<file path="config.mk">
export PLATFORM = sky130hd
export DESIGN_NAME = ms_mode_register
export DESIGN_NICKNAME = d
export VERILOG_FILES = /design/src/rtl/ms_mode_register.sv
export SDC_FILE = /design/constraint.sdc
export NUM_CORES = 1
export LEC_CHECK = 0
export CAP_MARGIN = 15
export CORE_ASPECT_RATIO = 0.6
export CORE_MARGIN = 5
export CORE_UTILIZATION = 51
export DETAILED_ROUTE_END_ITERATION = 10
export PLACE_DENSITY = 0.9
export SYNTH_ARGS = -nofsm -noshare
export SYNTH_HDL_FRONTEND = slang
export SYNTH_SLANG_ARGS = --single-unit
export TNS_END_PERCENT = 10
</file>
<file path="constraint.sdc">
create_clock -name clock -period 3.19 [get_ports clock]
set_clock_uncertainty 0.1 [all_clocks]
set_input_delay 0.638 -clock clock [delete_from_list [all_inputs] [get_ports clock]]
set_output_delay 0.638 -clock clock [all_outputs]
set_load 0.1 [all_outputs]
</file>
<file path="src/rtl/ms_mode_register.sv">
// WIDTH-bit register with hold, parallel load, bidirectional serial shift and
// Fibonacci LFSR step modes, plus LFSR lock-up recovery, step count and seed-hit pulse.
module ms_mode_register #(
    parameter int unsigned      WIDTH     = 8,
    parameter logic [WIDTH-1:0] TAPS      = 8'hB8,
    parameter logic [WIDTH-1:0] SEED      = 8'h01,
    parameter logic [WIDTH-1:0] RESET_VAL = 8'h00,
    parameter int unsigned      CNT_W     = 16
) (
    input  logic             clock,
    input  logic             r,
    input  logic [1:0]       mode,
    input  logic [WIDTH-1:0] d,
    input  logic             sin,
    input  logic             dir,
    output logic [WIDTH-1:0] q,
    output logic             sout,
    output logic             seed_hit,
    output logic [CNT_W-1:0] step_cnt
);

    localparam logic [1:0] MODE_HOLD  = 2'b00;
    localparam logic [1:0] MODE_LOAD  = 2'b01;
    localparam logic [1:0] MODE_SHIFT = 2'b10;
    localparam logic [1:0] MODE_LFSR  = 2'b11;

    logic [WIDTH-1:0] q_nxt;
    logic [WIDTH-1:0] lfsr_nxt;
    logic [CNT_W-1:0] cnt_nxt;
    logic             hit_nxt;

    function automatic logic lfsr_fb(input logic [WIDTH-1:0] v);
        return ^(v & TAPS);
    endfunction

    assign sout     = dir ? q[0] : q[WIDTH-1];
    assign lfsr_nxt = {q[WIDTH-2:0], lfsr_fb(q)};

    always_comb begin
        q_nxt   = q;
        cnt_nxt = step_cnt;
        hit_nxt = 1'b0;
        unique case (mode)
            MODE_HOLD: begin
                q_nxt = q;
            end
            MODE_LOAD: begin
                q_nxt   = d;
                cnt_nxt = '0;
            end
            MODE_SHIFT: begin
                if (dir) q_nxt = {sin, q[WIDTH-1:1]};
                else     q_nxt = {q[WIDTH-2:0], sin};
            end
            MODE_LFSR: begin
                // All-zero state never advances; recovering from it is not a period event.
                if (q == '0) begin
                    q_nxt   = SEED;
                    cnt_nxt = '0;
                end else begin
                    q_nxt = lfsr_nxt;
                    if (lfsr_nxt == SEED) begin
                        hit_nxt = 1'b1;
                        cnt_nxt = '0;
                    end else begin
                        cnt_nxt = step_cnt + CNT_W'(1);
                    end
                end
            end
            default: begin
                q_nxt = q;
            end
        endcase
    end

    always_ff @(posedge clock or posedge r) begin
        if (r) begin
            q        <= RESET_VAL;
            step_cnt <= '0;
            seed_hit <= 1'b0;
        end else begin
            q        <= q_nxt;
            step_cnt <= cnt_nxt;
            seed_hit <= hit_nxt;
        end
    end

endmodule

</file>
Fig. 1: power grid
Bar = 20 um. Pins as bars on the die edge.
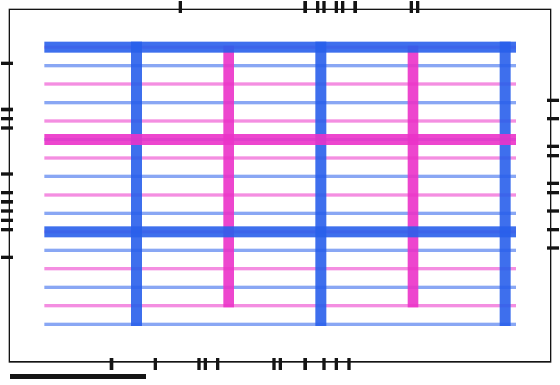
net	colour
VDD	magenta
VSS	blue
met4 straps	5
met1 rails	16
met5 straps	3
rows	15
signal pins	40
Die Ht: 51.7 um
worst ir drop on vdd: 304 uV

Fig. 2: placement by cell class
Bar = 20 um.
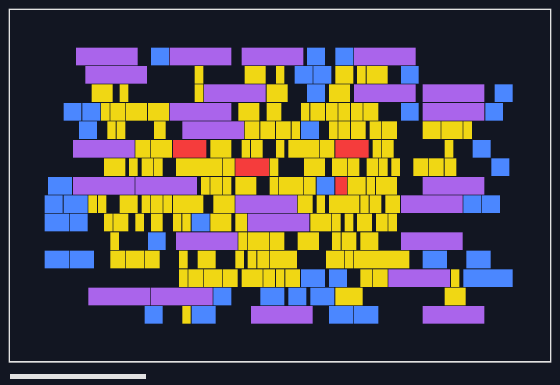
class	colour	cells	share of their area
combinational and other logic	yellow	137	45%
clock drivers and dummy loads	red	4	2.5%
other buffers and delay cells	blue	41	19%
flops	purple	25	34%
Seq/total area: 32.7%
Final Util: 67.4%
row count: 15

==> results_dict.tcl <==
# flow metrics
set metrics [dict create \
    power_leakage_nw 0.857 \
    rsz0062_at_grt "no" \
    drtIter0Drc 190 \
    dr.pass1.iters 5 \
    top_area_cell "dfrtp_1" \
    worst-path-buf-inv 1 \
    min_path_cells 1 \
    reg2reg_depth 7 \
    fp_nets 184 \
    clkCellAreaFrac_pct 2.42 \
    top_cells_by_count "dfrtp_1 (25), nand2_1 (22), nor2_1 (16)" \
    ys_sh_xor_pct 5.33 \
    critPathCapture "step_cnt[10]" \
    power.share.clock_pct 18.7 \
    synthAoiAreaFrac_pct 18.3 \
    cts_buffers 3 \
    top_register "step_cnt" \
    grtUsageMet2_pct 31.0 \
    dp.cells 245 \
    post_cts_buffers 0 \
    hold_buffers 0 \
    total_power_mw 1.03 \
    n_all_buffers 41 \
    ys_sh_simple_pct 25.0 \
    ys_seq_share_pct 42.3 \
    setup_viol 0 \
    status "completed" \
    cp_num_cells 7 \
    ys.flop_type "dfrtp_1" \
    wl_met1_um 1820 \
    synth.most_common_cell "dfrtp_1" \
    final_area_um2 1910 \
    cts_resized 0 \
    async_flop_share_pct 100 \
    tightest_slew_ps 949 \
    taps 42 \
    p_per_area_nw_per_um2 537 \
    min_period_ps 2430 \
    routed_wl_um 3910 \
    synth_cell_types 42 \
    met3_usage_pct 4.33 \
    yosys-top-cells-area "dfrtp_1 (42%), nand2_1 (5.6%), nor2_1 (4.1%)" \
    nFillCells 213 \
]
Power figures rest on the tool's default switching activity, not on a simulated workload.
